Figure 1. Metal 1 (run 1).
Scale bar: 20 um.
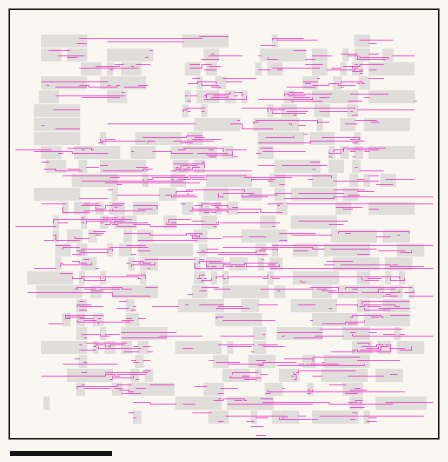
Figure 2. Met2 routing (run 1).
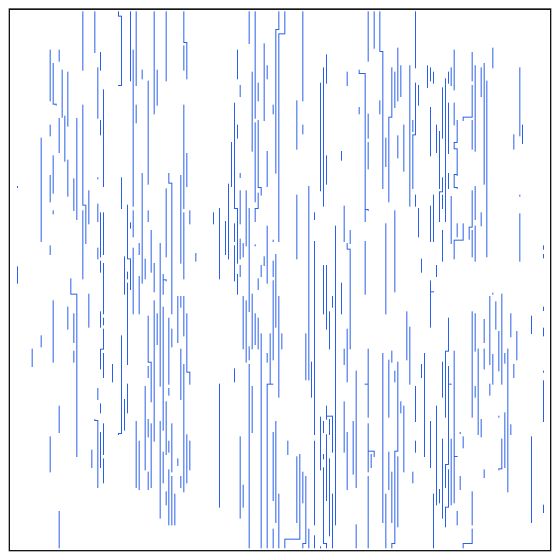
Figure 3. Metal 3 (run 1).
Scale bar: 20 um.
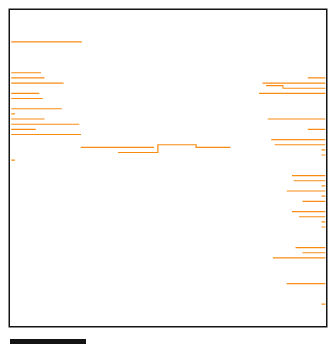
<file path="src/rtl/or_dut_pkg.sv">
// Shared constants and FSM state type for the host driver of the register-mapped OR block.
package or_dut_pkg;

  localparam int DATA_W = 8;
  localparam int ADDR_W = 3;

  // OR block register map
  localparam logic [ADDR_W-1:0] A_FULL_N  = 3'd0;
  localparam logic [ADDR_W-1:0] B_FULL_N  = 3'd1;
  localparam logic [ADDR_W-1:0] Y_EMPTY_N = 3'd2;
  localparam logic [ADDR_W-1:0] Y_DATA    = 3'd3;
  localparam logic [ADDR_W-1:0] A_DATA    = 3'd4;
  localparam logic [ADDR_W-1:0] B_DATA    = 3'd5;

  typedef enum logic [2:0] {
    S_IDLE,
    S_POLL_A,
    S_WR_A,
    S_POLL_B,
    S_WR_B,
    S_POLL_Y,
    S_RD_Y,
    S_OUT
  } state_t;

  function automatic logic is_poll(input state_t s);
    return (s == S_POLL_A) || (s == S_POLL_B) || (s == S_POLL_Y);
  endfunction

endpackage

</file>
<file path="src/rtl/or_dut_poll_timer.sv">
// Poll watchdog: counts unsuccessful poll cycles; expired flags the increment that reaches the limit.
module or_dut_poll_timer
  import or_dut_pkg::*;
#(
  parameter int TMO_W        = 10,
  parameter int POLL_TIMEOUT = 1000
) (
  input  logic CLK,
  input  logic RST_N,
  input  logic clr,
  input  logic inc,
  output logic expired
);

  localparam logic [TMO_W-1:0] LAST = TMO_W'(POLL_TIMEOUT - 1);

  logic [TMO_W-1:0] cnt;

  always_ff @(posedge CLK or negedge RST_N) begin
    if (!RST_N)   cnt <= '0;
    else if (clr) cnt <= '0;
    else if (inc) cnt <= cnt + 1'b1;
  end

  // The state therefore spends exactly POLL_TIMEOUT cycles polling before abort.
  assign expired = inc && (cnt == LAST);

endmodule

</file>
<file path="src/rtl/or_dut_host.sv">
// Bus-master host for the OR block: writes A/B, polls status, reads Y and streams it out.
module or_dut_host
  import or_dut_pkg::*;
#(
  parameter int TMO_W        = 10,
  parameter int POLL_TIMEOUT = 1000
) (
  input  logic              CLK,
  input  logic              RST_N,
  input  logic              in_valid,
  output logic              in_ready,
  input  logic [DATA_W-1:0] in_a,
  input  logic [DATA_W-1:0] in_b,
  output logic [ADDR_W-1:0] write_address,
  output logic [DATA_W-1:0] write_data,
  output logic              write_en,
  input  logic              write_rdy,
  output logic [ADDR_W-1:0] read_address,
  output logic              read_en,
  input  logic [DATA_W-1:0] read_data,
  input  logic              read_rdy,
  output logic              out_valid,
  output logic [DATA_W-1:0] out_data,
  input  logic              out_ready,
  output logic              busy,
  output logic              timeout_err,
  output logic [15:0]       txn_count
);

  state_t            state, state_nxt;
  logic [DATA_W-1:0] a_q, b_q, y_q;
  logic [15:0]       txn_q;
  logic              err_q;
  logic              in_poll, st_ok, tmo_exp;

  assign in_poll = is_poll(state);
  // Only bit 0 of a status word carries meaning.
  assign st_ok   = read_en && read_rdy && read_data[0];

  or_dut_poll_timer #(
    .TMO_W        (TMO_W),
    .POLL_TIMEOUT (POLL_TIMEOUT)
  ) u_tmr (
    .CLK     (CLK),
    .RST_N   (RST_N),
    .clr     (!in_poll),
    .inc     (in_poll && !st_ok),
    .expired (tmo_exp)
  );

  always_ff @(posedge CLK or negedge RST_N) begin
    if (!RST_N) state <= S_IDLE;
    else        state <= state_nxt;
  end

  always_comb begin
    state_nxt = state;
    case (state)
      S_IDLE:   if (in_valid)  state_nxt = S_POLL_A;
      S_POLL_A: if (st_ok)     state_nxt = S_WR_A;
                else if (tmo_exp) state_nxt = S_IDLE;
      S_WR_A:   if (write_rdy) state_nxt = S_POLL_B;
      S_POLL_B: if (st_ok)     state_nxt = S_WR_B;
                else if (tmo_exp) state_nxt = S_IDLE;
      S_WR_B:   if (write_rdy) state_nxt = S_POLL_Y;
      S_POLL_Y: if (st_ok)     state_nxt = S_RD_Y;
                else if (tmo_exp) state_nxt = S_IDLE;
      S_RD_Y:   if (read_rdy)  state_nxt = S_OUT;
      S_OUT:    if (out_ready) state_nxt = S_IDLE;
      default:  state_nxt = S_IDLE;
    endcase
  end

  always_ff @(posedge CLK or negedge RST_N) begin
    if (!RST_N) begin
      a_q   <= '0;
      b_q   <= '0;
      y_q   <= '0;
      txn_q <= '0;
      err_q <= 1'b0;
    end else begin
      if (state == S_IDLE && in_valid) begin
        a_q <= in_a;
        b_q <= in_b;
      end
      if (state == S_RD_Y && read_rdy) y_q <= read_data;
      if (state == S_OUT && out_ready) txn_q <= txn_q + 16'd1;
      if (in_poll && tmo_exp)          err_q <= 1'b1;
    end
  end

  // Bus and stream controls decode from the state register only, so a held beat stays stable.
  always_comb begin
    in_ready      = 1'b0;
    out_valid     = 1'b0;
    write_en      = 1'b0;
    write_address = '0;
    write_data    = '0;
    read_en       = 1'b0;
    read_address  = '0;
    case (state)
      S_IDLE:   in_ready = 1'b1;
      S_POLL_A: begin read_en = 1'b1; read_address = A_FULL_N;  end
      S_WR_A:   begin write_en = 1'b1; write_address = A_DATA; write_data = a_q; end
      S_POLL_B: begin read_en = 1'b1; read_address = B_FULL_N;  end
      S_WR_B:   begin write_en = 1'b1; write_address = B_DATA; write_data = b_q; end
      S_POLL_Y: begin read_en = 1'b1; read_address = Y_EMPTY_N; end
      S_RD_Y:   begin read_en = 1'b1; read_address = Y_DATA;    end
      S_OUT:    out_valid = 1'b1;
      default:  ;
    endcase
  end

  assign busy        = (state != S_IDLE);
  assign out_data    = y_q;
  assign timeout_err = err_q;
  assign txn_count   = txn_q;

endmodule

</file>
<file path="config.mk">
export PLATFORM = sky130hd
export DESIGN_NAME = or_dut_host
export DESIGN_NICKNAME = d
export VERILOG_FILES = /design/src/rtl/or_dut_pkg.sv /design/src/rtl/or_dut_poll_timer.sv /design/src/rtl/or_dut_host.sv
export SDC_FILE = /design/constraint.sdc
export NUM_CORES = 1
export LEC_CHECK = 0
export CAP_MARGIN = 20
export CELL_PAD_IN_SITES_DETAIL_PLACEMENT = 1
export CELL_PAD_IN_SITES_GLOBAL_PLACEMENT = 2
export CORE_MARGIN = 2
export CORE_UTILIZATION = 42
export DETAILED_ROUTE_END_ITERATION = 10
export DONT_BUFFER_PORTS = 1
export PLACE_DENSITY_LB_ADDON = 0.1
export SLEW_MARGIN = 20
export SYNTH_ARGS = -nofsm -noshare
export SYNTH_HDL_FRONTEND = slang
export SYNTH_SLANG_ARGS = --single-unit
export TNS_END_PERCENT = 5
</file>
<file path="constraint.sdc">
create_clock -name CLK -period 3.4 [get_ports CLK]
set_input_delay 0.51 -clock CLK [delete_from_list [all_inputs] [get_ports CLK]]
set_output_delay 0.51 -clock CLK [all_outputs]
set_load 0.02 [all_outputs]
</file>
==> results.cfg, run 1 <==
; synthesis and place-and-route metrics
[finish]
largest_register_ffs = 16
flop-count = 54
nonClockInverterCount = 3
final-clk-cell-share = 0.0403
syn_to_final_growth_pct = 5.08
buffers_excl_clock = 1
lay_top_count = dfrtp_1

[clock_network]
clk_pin_slew_ps = 90
root_buffer = clkbuf_8
clkSinkCount = 54
cts_tree = yes

[placed_design]
portBuffers = 0
dp_cells = 299

[floorplan]
fp-row-count = 28
die_h_um = 83.6
nWellTaps = 75
fp_util = 0.441
core-area_um2 = 6030

[logic_synthesis]
ys_cells = 237
common_cells = 54 x dfrtp_1, 24 x nor2_1, 18 x nand2_1
synthCells = 237
area_leaders = dfrtp_1 51%, mux2_2 5.9%, mux2_4 5.6%, xnor2_1 4.0%, nor2_1 3.4%
fa_ha_area_frac = 0.00941
synth_area_per_cell_um2 = 11.2

[grt]
antenna_found_initial = 0
grt_start_max_net_pins = 55
grtUsageMet1 = 0.215
grt_pass1_vias = 1897
grt_pass1_wl_mm = 9.78

[routing]
routed-wl-met3_um = 369
avgRoutedWirePerCell_um = 19.1
wl_met2_mm = 2.91
wl_met1_mm = 2.54
num_vias = 1758

[timing]
finalHoldViolations = 0
fmax_mhz = 372
final.setup.tns_ps = 0
tightest_slew_ps = 823
slew_headroom = 0.450

[worst_setup_path]
path_common_cell = nor2_1
cp_top_family = simple AND/OR/NAND/NOR gates
critPathCaptureType = primary output
r2r-start = state[0]$_DFFE_PN0P_
cp_max_fo = 17
critPathCapture = write_data[2]

[power_and_ir_drop]
p_total_mw = 2.21
ir_worst_vdd_v = 0.000331
combPwrFrac = 0.298
p_clk_frac = 0.198
powerClk_mw = 0.437

[run_status]
status = finished, final reports clean
About Figure 1:
main direction: horizontal
longest straight run: 31.7 um
wire length on this layer: 2,540 um
share of all routed wire: 43%
nets with wire on the layer: 238

About Figure 2:
nets with wire on the layer: 244
wire length on this layer: 2,910 um
share of all routed wire: 50%
main direction: vertical
GRT met2 Usage: 0.289
Post-Route WL: 5.85 mm

About Figure 3:
longest straight run: 19.1 um
wire length on this layer: 369 um
main direction: horizontal

==> run 2: changes to the inputs <==
- CORE_UTILIZATION: 42 -> 39
- clock period: 3.4 -> 2.6 ns (I/O delays scaled with it)
==> results.cfg, run 2 <==
; synthesis and place-and-route metrics
[clock_network]
cts_tree = yes
clkSinkCount = 54
root_buffer = clkbuf_8

[logic_synthesis]
fa_ha_area_frac = 0.00941
area_leaders = dfrtp_1 51%, mux2_2 5.9%, mux2_4 5.6%, xnor2_1 4.0%, nor2_1 3.4%
xor_area_frac = 0.0691
ys_cells = 237
common_cells = 54 x dfrtp_1, 24 x nor2_1, 18 x nand2_1
synth_area_per_cell_um2 = 11.2

[routing]
wl_met1_mm = 2.51
routed-wl-met3_um = 359
avgRoutedWirePerCell_um = 18.6
wl_met2_mm = 2.97

[worst_setup_path]
critPathCaptureType = primary output
cp_max_fo = 9
cp_top_family = simple AND/OR/NAND/NOR gates
critPathCapture = write_data[7]
r2r-start = state[2]$_DFFE_PN0P_

[power_and_ir_drop]
p_clk_frac = 0.195
powerClk_mw = 0.567
combPwrFrac = 0.331

[timing]
slew_headroom = 0.539
tightest_slew_ps = 689
finalHoldViolations = 0
final.setup.tns_ps = 0
fmax_mhz = 433

[floorplan]
nWellTaps = 80
fp_util = 0.398
core-area_um2 = 6680
die_h_um = 86.6

[grt]
grt_start_max_net_pins = 55
antenna_found_initial = 0
grtUsageMet1 = 0.210
grt_pass1_vias = 1964

[finish]
largest_register_ffs = 16
nonClockInverterCount = 3
flop-count = 54
lay_top_count = dfrtp_1

[placed_design]
portBuffers = 0

[run_status]
status = finished, final reports clean
Figure 4. Met2 routing (run 2).
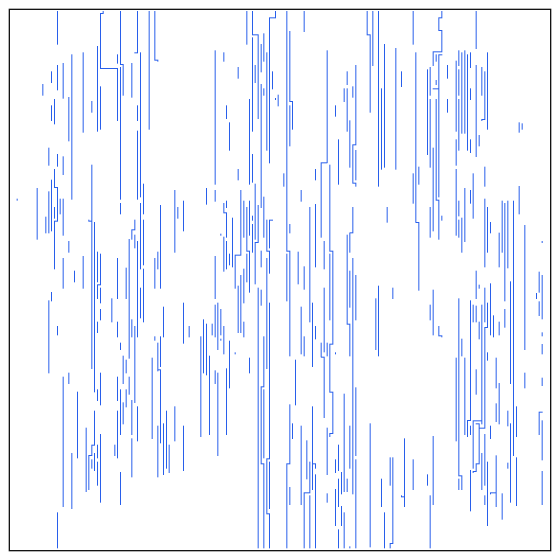
longest straight run: 41.6 um
nets with wire on the layer: 243
share of all routed wire: 51%
main direction: vertical
Post-Route WL: 5.88 mm
vias: 1,768
GRT met2 Usage: 0.288

Figure 5. Metal 3 (run 2).
Scale bar: 20 um.
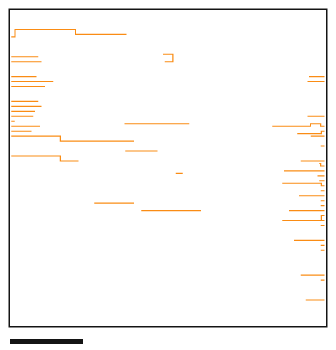
global routing usage on met3: 0.0486

==> run 3: changes to the inputs <==
- PLACE_DENSITY: not set -> 0.88
- PLACE_DENSITY_LB_ADDON: 0.1 -> not set
- RECOVER_POWER: not set -> 50
==> results.cfg, run 3 <==
; synthesis and place-and-route metrics
[clock_network]
root_buffer = clkbuf_8
cts_tree = yes
clk_pin_slew_ps = 100

[floorplan]
fp-row-count = 30
nWellTaps = 80
core-area_um2 = 6680

[flow_run]
maxCapViolCount = 0

[grt]
grt.met2_usage = 0.249
grtUsageMet1 = 0.208
grt_pass1_vias = 1799
grt_start_max_net_pins = 55
antenna_found_initial = 0
grt_pass1_wl_mm = 9.09

[timing]
slew_headroom = 0.115

[worst_setup_path]
cp_top_family = flip-flops
path_common_cell = nor2_1
reg2reg_slack_ps = 540
r2r-start = state[1]$_DFFE_PN0P_
critPathCapture = write_data[7]
critPathCaptureType = primary output
cp_max_fo = 17

[logic_synthesis]
synthCells = 237
common_cells = 54 x dfrtp_1, 24 x nor2_1, 18 x nand2_1
synth_area_per_cell_um2 = 11.2
area_leaders = dfrtp_1 51%, mux2_2 5.9%, mux2_4 5.6%, xnor2_1 4.0%, nor2_1 3.4%
xor_area_frac = 0.0691
fa_ha_area_frac = 0.00941
ys_cells = 237

[finish]
buffers_excl_clock = 6
flop-count = 54
lay_top_count = dfrtp_1
logic_area_um2 = 1200
syn_to_final_growth_pct = 5.69

[power_and_ir_drop]
p_switching_mw = 1.09
p_clk_frac = 0.181
ir_worst_vdd_v = 0.000371
powerClk_mw = 0.514
p_total_mw = 2.84
combPwrFrac = 0.318

[routing]
avgRoutedWirePerCell_um = 17.6
wl_met2_mm = 2.68
routed-wl-met3_um = 369
wl_met1_mm = 2.50

[placed_design]
dp_cells = 308

[run_status]
status = finished, final reports clean
Figure 6. Metal 3 (run 3).
Scale bar: 20 um.
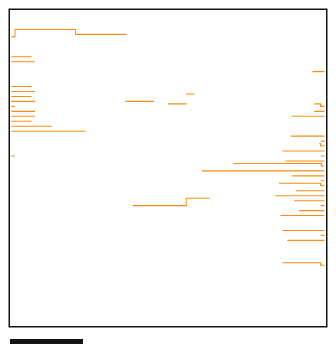
share of all routed wire: 6.6%
wire length on this layer: 370 um
main direction: horizontal
Post-Route WL: 5.60 mm
vias: 1,757
global routing usage on met3: 0.0457

Figure 7. Cells by drive strength (run 3).
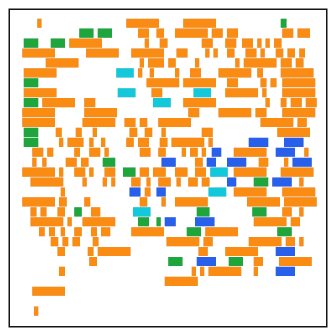
legend:
  blue:
    size: drive 3 to 4
    cells: 17
  cyan:
    size: drive 6 and up
    cells: 7
  green:
    size: drive 2
    cells: 21
  orange:
    size: drive 1 or less
    cells: 193

